File: src/rtl/alu_pkg.sv
// Shared ALU control-code definitions and the legality check used by the
// arbiter when capturing results.
package alu_pkg;

  localparam int unsigned XLEN_DEF = 32;

  localparam logic [3:0] ALU_ADD  = 4'b0000;
  localparam logic [3:0] ALU_SUB  = 4'b0001;
  localparam logic [3:0] ALU_AND  = 4'b0010;
  localparam logic [3:0] ALU_OR   = 4'b0011;
  localparam logic [3:0] ALU_XOR  = 4'b0100;
  localparam logic [3:0] ALU_SLT  = 4'b0101;
  localparam logic [3:0] ALU_SLTU = 4'b0111;
  localparam logic [3:0] ALU_SLL  = 4'b1000;
  localparam logic [3:0] ALU_SRL  = 4'b1111;
  localparam logic [3:0] ALU_SRA  = 4'b1001;

  function automatic logic is_legal_alu_code(input logic [3:0] code);
    logic legal;
    case (code)
      ALU_ADD, ALU_SUB, ALU_AND, ALU_OR, ALU_XOR,
      ALU_SLT, ALU_SLTU, ALU_SLL, ALU_SRL, ALU_SRA: legal = 1'b1;
      default:                                      legal = 1'b0;
    endcase
    return legal;
  endfunction

endpackage

File: src/rtl/rr_arb2.sv
// Two-input round-robin grant logic; the priority pointer register is held
// by the caller, this block only computes the grant and the next pointer.
module rr_arb2 (
  input  logic [1:0] elig,
  input  logic       rr,
  output logic [1:0] grant,
  output logic       next_rr
);

  always_comb begin
    grant = elig;
    if (&elig) begin
      grant = rr ? 2'b10 : 2'b01;
    end
    next_rr = rr;
    if (grant[0]) begin
      next_rr = 1'b1;
    end else if (grant[1]) begin
      next_rr = 1'b0;
    end
  end

endmodule

File: src/rtl/alu_share_arbiter.sv
// Shares one combinational ALU between two requesters with round-robin
// arbitration and a one-entry response buffer per requester.
module alu_share_arbiter
  import alu_pkg::*;
#(
  parameter int unsigned XLEN = XLEN_DEF
) (
  input  logic                clk,
  input  logic                rst,
  input  logic [1:0]          req_valid,
  output logic [1:0]          req_ready,
  input  logic [7:0]          req_ctrl,
  input  logic [2*XLEN-1:0]   req_a,
  input  logic [2*XLEN-1:0]   req_b,
  output logic [3:0]          alu_ctrl,
  output logic [XLEN-1:0]     alu_a,
  output logic [XLEN-1:0]     alu_b,
  input  logic [XLEN-1:0]     alu_result,
  input  logic                alu_zero,
  output logic [1:0]          rsp_valid,
  input  logic [1:0]          rsp_ready,
  output logic [2*XLEN-1:0]   rsp_data,
  output logic [1:0]          rsp_zero,
  output logic [1:0]          rsp_err
);

  logic                  rr_q;
  logic                  rr_d;
  logic [1:0]            elig;
  logic [1:0]            grant;
  logic                  ctrl_legal;
  logic [1:0]            rsp_valid_q;
  logic [1:0][XLEN-1:0]  rsp_data_q;
  logic [1:0]            rsp_zero_q;
  logic [1:0]            rsp_err_q;

  // A full buffer that is being drained this cycle can accept a new result.
  assign elig = req_valid & (~rsp_valid_q | rsp_ready);

  rr_arb2 u_arb (
    .elig    (elig),
    .rr      (rr_q),
    .grant   (grant),
    .next_rr (rr_d)
  );

  assign req_ready = grant;

  always_comb begin
    alu_ctrl = '0;
    alu_a    = '0;
    alu_b    = '0;
    if (grant[0]) begin
      alu_ctrl = req_ctrl[3:0];
      alu_a    = req_a[XLEN-1:0];
      alu_b    = req_b[XLEN-1:0];
    end else if (grant[1]) begin
      alu_ctrl = req_ctrl[7:4];
      alu_a    = req_a[2*XLEN-1:XLEN];
      alu_b    = req_b[2*XLEN-1:XLEN];
    end
  end

  assign ctrl_legal = is_legal_alu_code(alu_ctrl);

  always_ff @(posedge clk or posedge rst) begin
    if (rst) begin
      rr_q        <= 1'b0;
      rsp_valid_q <= '0;
      rsp_data_q  <= '0;
      rsp_zero_q  <= '0;
      rsp_err_q   <= '0;
    end else begin
      rr_q <= rr_d;
      for (int unsigned i = 0; i < 2; i++) begin
        if (grant[i[0]]) begin
          // A grant overrides a same-cycle drain, so the buffer stays full.
          rsp_valid_q[i[0]] <= 1'b1;
          if (ctrl_legal) begin
            rsp_data_q[i[0]] <= alu_result;
            rsp_zero_q[i[0]] <= alu_zero;
            rsp_err_q[i[0]]  <= 1'b0;
          end else begin
            rsp_data_q[i[0]] <= '0;
            rsp_zero_q[i[0]] <= 1'b1;
            rsp_err_q[i[0]]  <= 1'b1;
          end
        end else if (rsp_ready[i[0]]) begin
          rsp_valid_q[i[0]] <= 1'b0;
        end
      end
    end
  end

  assign rsp_valid = rsp_valid_q;
  assign rsp_data  = rsp_data_q;
  assign rsp_zero  = rsp_zero_q;
  assign rsp_err   = rsp_err_q;

endmodule

File: config.mk
export PLATFORM = sky130hd
export DESIGN_NAME = alu_share_arbiter
export DESIGN_NICKNAME = d
export VERILOG_FILES = /design/src/rtl/alu_pkg.sv /design/src/rtl/rr_arb2.sv /design/src/rtl/alu_share_arbiter.sv
export SDC_FILE = /design/constraint.sdc
export NUM_CORES = 1
export LEC_CHECK = 0
export ABC_AREA = 1
export CAP_MARGIN = 25
export CORE_AREA = 5 5 118 120
export CTS_CLUSTER_SIZE = 25
export DETAILED_ROUTE_END_ITERATION = 10
export DIE_AREA = 0 0 123 125
export GPL_TIMING_DRIVEN = 0
export PLACE_DENSITY_LB_ADDON = 0.05
export SYNTH_ARGS = -nofsm -noshare
export SYNTH_HDL_FRONTEND = slang
export SYNTH_HIERARCHICAL = 1
export SYNTH_SLANG_ARGS = --single-unit
File: constraint.sdc
create_clock -name clk -period 5.9 [get_ports clk]
set_clock_uncertainty 0.1 [all_clocks]
set_input_delay 1.18 -clock clk [delete_from_list [all_inputs] [get_ports clk]]
set_output_delay 1.18 -clock clk [all_outputs]
set_load 0.03 [all_outputs]
met2.png
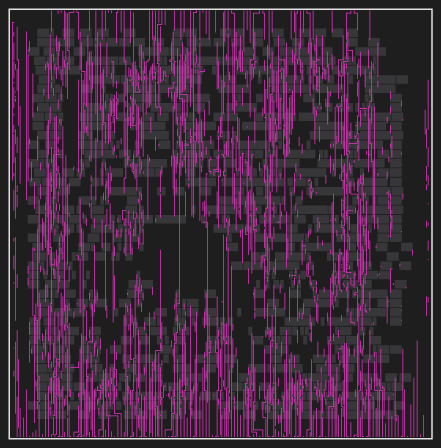
nets with wire on the layer: 872
wire length on this layer: 9310 um
main direction: vertical
longest straight run: 52.7 um
share of all routed wire: 49%
vias after detailed routing: 5177
aggregate routed wire length: 19000 um

final_placement.png
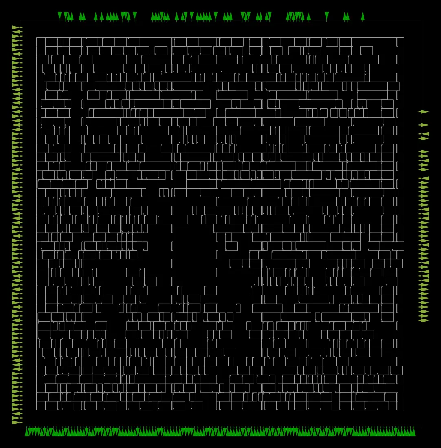
flop count: 71
number of fillers in the final layout: 1215
area of the core: 0.0129 sq mm
end-of-flow core utilization: 59.1%
number of rows created at floorplan: 42

==> results.txt <==
Summary of implementation figures.

Final timing
Across all hold checks on the routed design, the worst slack comes to 0.379 ns. The worst relative slew slack is 41.1%. The maximum clock frequency is 0.192 GHz. Across all setup checks in the final design, the least slack found is 0.704 ns. Counting I/O delays and the setup requirement, the final critical path takes around 5.2 ns. The number of endpoints with negative hold slack in the final report is 0.

Post-route period utilization is reported as 88.1%. The accumulated negative setup slack is 0 ns.

Place
The placement report lists the number of port buffers as 314. The half-perimeter wire length of the detailed placement result is around 15000 um. In this run the cell area measured after placement is 0.00733 sq mm.

Pwr
The switching component of the power is 1.29 mW. Looking at the VDD voltage map, the peak drop is 0.198 mV. Net switching is 44.6% of the power.

Combinational cells account for 56.2% of the total power. The static power due to leakage is 3.59 nW. The reported clock group power is 0.516 mW. The clock power share is between 10% and 20%.

Per the summary, power density relative to cell area is 381 mW/mm^2. The post-route total power is 2.90 mW. The sequential share of power is 26.0%.

Critical path
The launch point of the worst reg-to-reg path is rsp_valid[1]. Measured in cells, the most critical reg-to-reg path has a length of 11. The timing report notes that buffer and inverter cells on the critical path total 4. The critical path's slowest stage uses the library cell sky130_fd_sc_hd__clkdlybuf4s50_1. STA classifies the critical path endpoint as a primary output. The cell depth of the worst setup path is 9. The OpenROAD report gives the critical path a data arrival time of 3.92 ns.

The maximum fanout encountered on the critical timing path is 10. The worst setup path is launched from an input port. STA lists the endpoint of the worst register-to-register path as rsp_data[40].

The path type of the worst setup path is input port to primary output. The cell that appears most often on the critical path is sky130_fd_sc_hd__nand2_1. Per STA, the endpoint of the critical path is alu_a[7]. The timing report gives the worst reg2reg path a setup slack of around 3.5 ns.

Yosys
The synth_stat.txt file lists the number of cells as 562. After synthesis, the mean cell area works out to 7.05 sq um. For reference, the top cells by area after synthesis are sky130_fd_sc_hd__dfrtp_1 45%, sky130_fd_sc_hd__nand2_1 26%, sky130_fd_sc_hd__nand4_1 10%.

The area of the mapped netlist is 0.00396 sq mm. The count of flip-flops with a built-in enable after synthesis is 0. Of the total synthesized cell area, the portion taken by AND-OR and OR-AND cells is 1.30%.

The XOR/XNOR share of the synthesized area is 0%. After synthesis, the netlist uses 19 different library cells. Counting the warning lines in the Yosys log gives 6. The most frequent cell after synthesis is sky130_fd_sc_hd__nand2_1.

Yosys reported a register bit count of 71. Multiplexer cells account for 0% of the synthesized area. The synthesized netlist devotes 0% of its cell area to adder and majority cells. The synthesized netlist has a Yosys-reported chip area of 0.00396 sq mm.

The top cell type's share of synthesized area is 44.9%.

Clock network
The number of setup buffers added after CTS is 0. TritonCTS built the clock tree. The number of clock sinks is 71. The clock tree synthesis step divided the H-tree into 3 levels. The CTS report gives the tree buffer count as 9. The report lists the number of cells resized after CTS as 0.

Floorplanning
According to the I/O placement log, the pin count is about 320. The effective utilization at floorplan is 30.8%. The die covers 0.0154 sq mm.

Route
The routed layout reports a DRC error count of 0. The met1 wire length is 7390 um. Dividing the detail-routed wire length by the instance count gives 17.8 um. The detailed router finished its first iteration with between 300 and 400 violations. In the routed layout, each cell is associated on average with a via count of 4.85. Before antenna repair, the detailed router went through 7 iterations. The routed wire length on met2 is around 9300 um.

Cells and area
The relative area change from synthesis to final layout is 92.1%. The finished design was reported to have a net count of 1062. For the completed layout, the total cell area is recorded as 0.00761 sq mm. The area fraction of clock buffers and clock inverters is 3.72%. The most common cell after layout, fill and taps aside is sky130_fd_sc_hd__clkdlybuf4s50_1. Leaving out the clock tree, the finished layout contains an inverter count of 13. The number of clock-tree buffers in the layout is 10. Multi-input gates account for between 20% and 30% of the area.

GRT
The most heavily used metal layer in global routing is met2. The via count of the first global-routing pass is slightly above 5000. The met1 track demand over resource in global routing is 28.4%.

The pin count of the biggest net entering global routing is around 72. The first global-routing pass estimated 28500 um of wire. met3 track demand over resource after global routing is 8.49%. The number of antenna violations at the first check in global routing is 1.

Min path
The worst hold path was traced through 2 stages.

Job
In this run the tools logged warnings totalling 26. In this run the maximum-capacitance check reported violations numbering 0.

Status
The run finished with clean final reports.
density.png
12 x 12 tiles, from white (low) to dark blue (high), 0 to 100% covered.
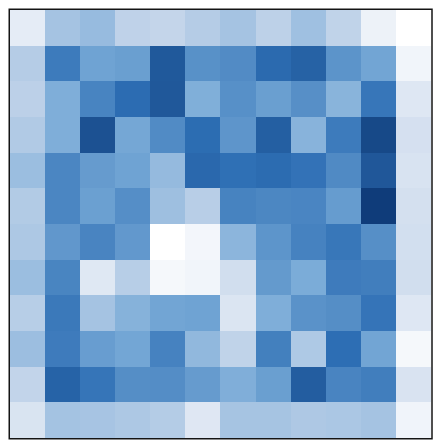
tiles over 75% full: 11%
fullest tile: 95%
mean over tiles: 48%
nearly empty tiles: 1.4%

Power is estimated from default activity; no workload was simulated.
